==> run_1/floorplan.png <==
(3 px per µm) Pins as bars on the die edge.
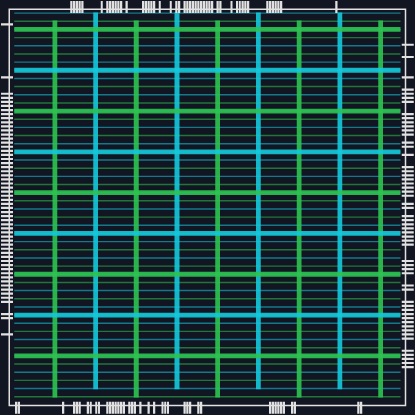
==> run_1/class_map.png <==
(2 px per µm) Fill, decap, tap and diode cells in grey.
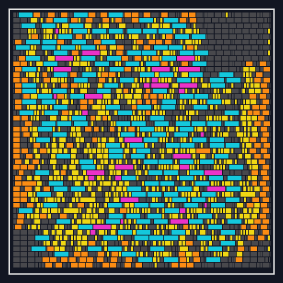
==> run_1/clock_wires.png <==
(4 px per µm)
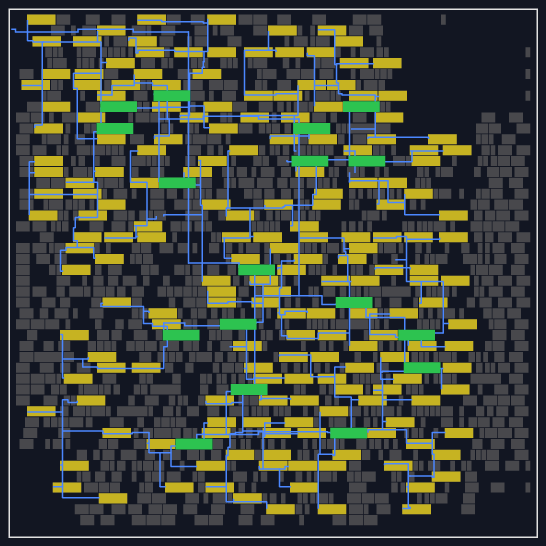
==> run_1/layers.png <==
(3 px per µm) Two of the layers only.
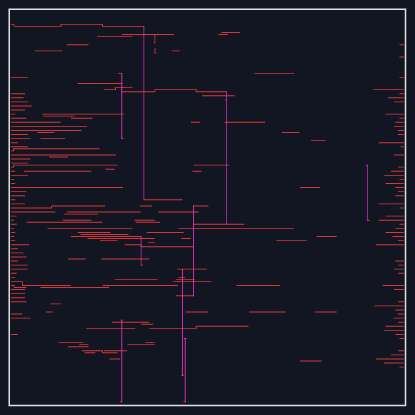
Design fetch_ctrl, sky130hd; sources not shown.
==> deck_impl_summary.md, run 1 <==
Flow Results at a Glance

Flow run
  • Stage-log warning count: 30

Yosys
  • Yosys top cell area share: 45.7%
  • Synth Instances: 1044
  • Leading area contributor after synthesis: dfxtp_1
  • Ys async rst share: 0%
  • Mean Syn Cell Area: 7.88 µm²
  • Most frequent cell after synthesis: nand2_1
  • Top FF cell, synth: dfxtp_1
  • Syn. warnings: 0
  • Count of library flops with an enable pin: 0

Min path
  • Hold depth: 2

Floorplan
  • FP Util: 50.0%

CTS
  • Hold-fix buffers, CTS: 0
  • TritonCTS Sinks: 188
  • H-tree levels: 4
  • Root Driver: clkbuf_16
  • Clock-pin slew on the worst setup and hold paths: 0.07 ns

Routing
  • Top sig layer: met4
  • Via-to-Cell Ratio: 5.66
  • Wl on met1: 10400 µm
  • Routed Antenna Nets: 0
  • # DRC: 0
  • Drt initial violations: 1003

Worst setup path
  • CP Launch Type: flop
  • Critical Path AT: 2.65 ns
  • Largest delay share family, worst path: simple AND/OR/NAND/NOR gates
  • Cells along the critical path: nand4_1 -> nor4_4 -> nand2_1 -> nor3_1 -> xnor2_1 -> clkdlybuf4s50_1
  • Setup CP Type: flop to output port
  • Crit path max fanout: 7

Power
  • Sw Pwr: 0.00106 W
  • Logic gate share of total power: 10.0%
  • Sequential power share: 49.7%
  • Power share of the clock group: 40.3%
  • Pwr dens: 387 nW/µm²

GRT
  • Largest net degree at the start of global routing: 160
  • Vias in the first global route: 7169

Placed design
  • GPL Wtd Cong: 0.818

Timing
  • RSZ-0062 raised after global routing: false
  • Fmax: 278 MHz
  • Post-route setup slack: 0.204 ns
  • Final hold vios: 0
  • Relative slew margins: 45.8%

Run status
  • Status: complete, no violations

Final layout
  • Growth of design area from synthesis to finish: 32.3%
Notes on floorplan.png above:
Cyan marks VDD. Green marks VSS.
9 straps on met4. The core has 47 rows. 48 met1 rails follow the rows. 201 signal pins sit on the boundary. 9 straps on met5.
worst vdd rail ir drop: 0.304 mV
Die W: 132 µm

Notes on class_map.png above:
Yellow marks remaining logic cells, cells 776. Orange marks remaining buffers and delay cells, cells 215. Cyan marks registers, cells 188. Magenta marks clock drivers and dummy loads, cells 32.
Finished Core Util: 66.1%
Final Cell Area: 10900 µm²

Notes on clock_wires.png above:
Yellow marks flip-flops, count 188. Green marks clock-net drivers, count 17. Blue marks clock wires, length 2040 µm.
Position of the flops: all over the die. There are 18 routed clock nets.
Skew-Pair Late Insertion Delay: 0.43 ns
clock skew: 0.00868 ns

Notes on layers.png above:
Magenta marks M4, wire length 265 µm. Red marks M3, wire length 1580 µm.
gr usage total: 26.1%
Vias: 8097
WL final: 22700 µm
WL/cell: 15.8 µm

run 1: tightest hold or removal path: cells and delay by family, from the launching register on:
kind	cells	cell delay [ns]
flip-flops	1	0.31
AND/OR/NAND/NOR	1	0.05
AND-OR/OR-AND	1	0.05
run 1: per-layer routing:
metal	global-route usage (%)	up-vias
met1	37.0	3794
met5	0	-
met4	6.40	0
met3	6.06	24
met2	39.9	298
li1	-	3981
run 1: power by group through the flow:
| stage | Combinational [W] | Clock [W] | Sequential [W] |
|---|---|---|---|
| 3_3_place_gp | 0.000412 | 0 | 0.00214 |
| 6_report | 0.000420 | 0.00170 | 0.00210 |
| 4_1_cts | 0.000418 | 0.00172 | 0.00209 |
| 5_1_grt | 0.000453 | 0.00181 | 0.00210 |
| 2_1_floorplan | 0.000195 | 0 | 0.00212 |
| 3_5_place_dp | 0.000415 | 0 | 0.00214 |
run 1: cell type report:
class	count	area (µm²)
Fill cell	1466	5580
Multi-Input combinational cell	761	4120
Sequential cell	188	3760
Timing Repair Buffer	215	2120
Clock buffer	20	447
Tap cell	220	275
Clock inverter	12	114
Inverter	15	56.3
run 1: stage by stage:
stage               std cells  area (µm²)  hold slack, ns
global placement         1396       10300           0.442
detailed placement       1396       10300           0.447
finish                   1431       10900           0.452
global route             1431       10900           0.474
floorplan                1049        8250           0.436
CTS                      1428       10900           0.456
run 1: what timing repair did:
| item | 4_1_cts | 5_1_grt |
|---|---|---|
| setup buffers | 0 | 3 |
| resized | 1 | 2 |
| pin swaps | 0 | 3 |
| cloned | 0 | 0 |
| endpoints found under the setup margin | 2 | 2 |
run 1: cells by family (layout without fill, tap and decap cells):
| family | count (synthesis) | in the layout | synth area share [%] |
|---|---|---|---|
| adders and majority gates | 2 | 2 | 0.304 |
| xor gates and xnor gates | 34 | 34 | 3.62 |
| buffers and inverters | 100 | 262 | 5.02 |
| other | 1 | 6 | 0.0456 |
| and+or+nand+nor | 467 | 467 | 24.7 |
| DFF | 188 | 188 | 45.7 |
| muxes | 3 | 3 | 0.365 |
| AOI/OAI and AO/OA | 249 | 249 | 20.2 |
run 1: placed cells by master (no fill, tap or decap), types with 22 or more instances in the layout:
| cell type | instances |
|---|---|
| dfxtp_1 | 188 |
| nor2_1 | 91 |
| nand2_1 | 275 |
| buf_4 | 22 |
| a222oi_1 | 29 |
| nand3_1 | 25 |
| clkdlybuf4s50_1 | 191 |
| a21oi_1 | 104 |
| a311oi_1 | 38 |
| xnor2_1 | 25 |
==> run_1/placed.png <==
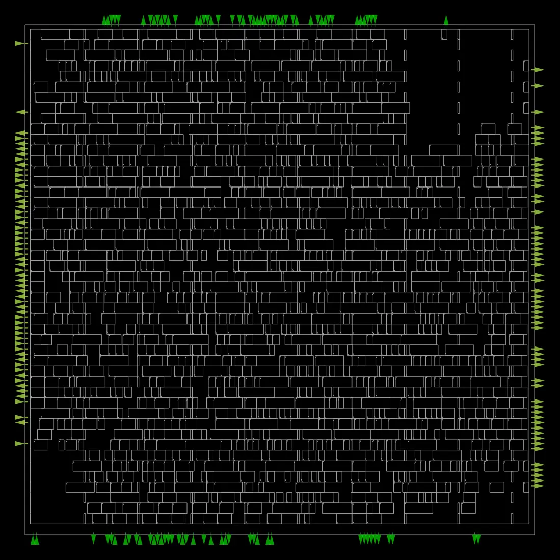

## Run 2: what changed since run 1
Settings changed: CORE_UTILIZATION 49 to 30, SETUP_SLACK_MARGIN set to 0.4.
==> run_2/placed.png <==
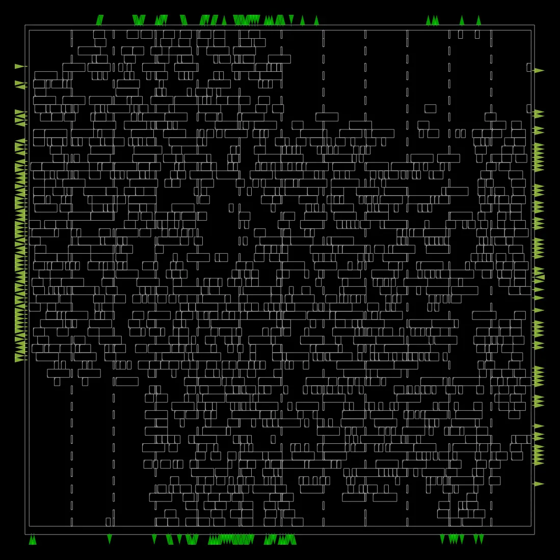
flip-flops: 188
fraction of area in registers: 33.9%
Fillers: 2786
fin cells: 1558

==> run_2/layers.png <==
(2 px per µm) Two of the layers only.
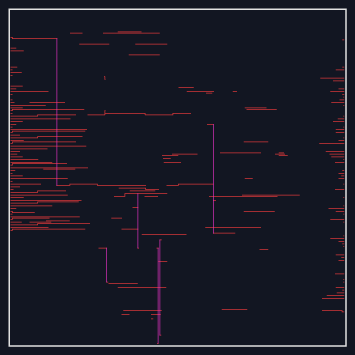
Magenta marks M4, wire length 267 µm. Red marks M3, wire length 1820 µm.
WL/cell: 16.7 µm
Vias: 7963
WL final: 26000 µm

==> run 2 against run 1 <==
Against the previous run: setup slack gained 0.26 ns; wire length grew 15%; register-to-register slack gained 0.13 ns; critical path depth is the same; clock-buffer cell count shrank 2; utilization shrank 25 points; area after synthesis is the same; critical path type unchanged.
==> deck_impl_summary.md, run 2 <==
Flow Results at a Glance

Yosys
  • Count of library flops with an enable pin: 0
  • Most frequent cell after synthesis: nand2_1
  • Synth Instances: 1044
  • Leading area contributor after synthesis: dfxtp_1
  • Yosys top cell area share: 45.7%
  • Syn. warnings: 0
  • Top FF cell, synth: dfxtp_1

Power
  • Pwr dens: 382 nW/µm²
  • Logic gate share of total power: 10.1%
  • Worst vdd rail ir drop: 0.264 mV
  • Power share of the clock group: 41.0%
  • Sw Pwr: 0.00117 W

Worst setup path
  • Setup CP Type: flop to output port
  • Cells along the critical path: nand4_1 -> nor3_4 -> nand2_2 -> nor3_2 -> xor2_1 -> clkdlybuf4s50_1
  • Largest delay share family, worst path: simple AND/OR/NAND/NOR gates
  • CP Launch Type: flop

Final layout
  • Top Layout Cells: 273 x nand2_1, 180 x clkdlybuf4s50_1, 171 x dfxtp_1, 104 x a21oi_1, 87 x nor2_1
  • Commonest Layout Cell: nand2_1
  • Growth of design area from synthesis to finish: 36.0%

GRT
  • Largest net degree at the start of global routing: 63
  • Gr usage total: 18.3%

Run status
  • Status: complete, no violations

Routing
  • Drt initial violations: 692
  • Via-to-Cell Ratio: 5.11

Timing
  • Relative slew margins: 51.6%
  • Hold Worst Slack: 0.454 ns
[run 2: power groups by stage]
stage	sequential (W)	clock (W)	combinational [W]
after floorplan	0.00212	0	0.000195
after global placement	0.00214	0	0.000431
after detailed placement	0.00214	0	0.000433
after CTS	0.00210	0.00180	0.000434
after global routing	0.00210	0.00189	0.000467
final	0.00209	0.00175	0.000430
[run 2: per-layer routing]
metal	vias up	GRT usage [%]	part of all wire [%]
met5	-	0	0
met4	0	4.71	1.0
met3	16	4.75	7.0
met2	237	29.0	46
met1	3721	24.6	46
li1	3989	-	-
[run 2: cell families after synthesis]
family	after synthesis	share of synthesized area [%]
compound gates	249	20.2
xor+xnor	34	3.62
fa+ha+maj	2	0.304
buf+inv	100	5.02
flops	188	45.7
mux	3	0.365
other cells	1	0.0456
simple gates	467	24.7
[run 2: repair_timing]
action                     CTS  global route
gates cloned                 0             0
gates resized               25            22
pin swaps                    4             3
buffers inserted             2             2
hold buffers                 0             0
setup endpoints to repair   14            14
[run 2: layout make-up]
| class | count | area (µm²) |
|---|---|---|
| clock buffers | 18 | 429 |
| clock inverters | 14 | 141 |
| fillers | 2786 | 15800 |
| inverters | 15 | 56.3 |
| multi-input cells | 761 | 4170 |
| flip-flops and latches | 188 | 3790 |
| well taps | 341 | 427 |
| repair buffers | 221 | 2180 |
[run 2: stage by stage]
| step | area [µm²] | std cells | setup WS, ns |
|---|---|---|---|
| 2_1_floorplan | 8250 | 1049 | 1.10 |
| 3_3_place_gp | 10500 | 1522 | 0.497 |
| 3_5_place_dp | 10500 | 1522 | 0.474 |
| 4_1_cts | 11100 | 1556 | 0.382 |
| 5_1_grt | 11200 | 1558 | 0.290 |
| 6_report | 11200 | 1558 | 0.466 |
[run 2: worst register-to-register path, cell delays in order (launching register included)]
cell      delay (ns)
dfxtp_1         0.53
nand4_1         0.35
nor3_1          0.44
and4_1          0.45
nand3_1         0.12
a311oi_1        0.26
Power figures rest on the tool's default switching activity, not on a simulated workload.
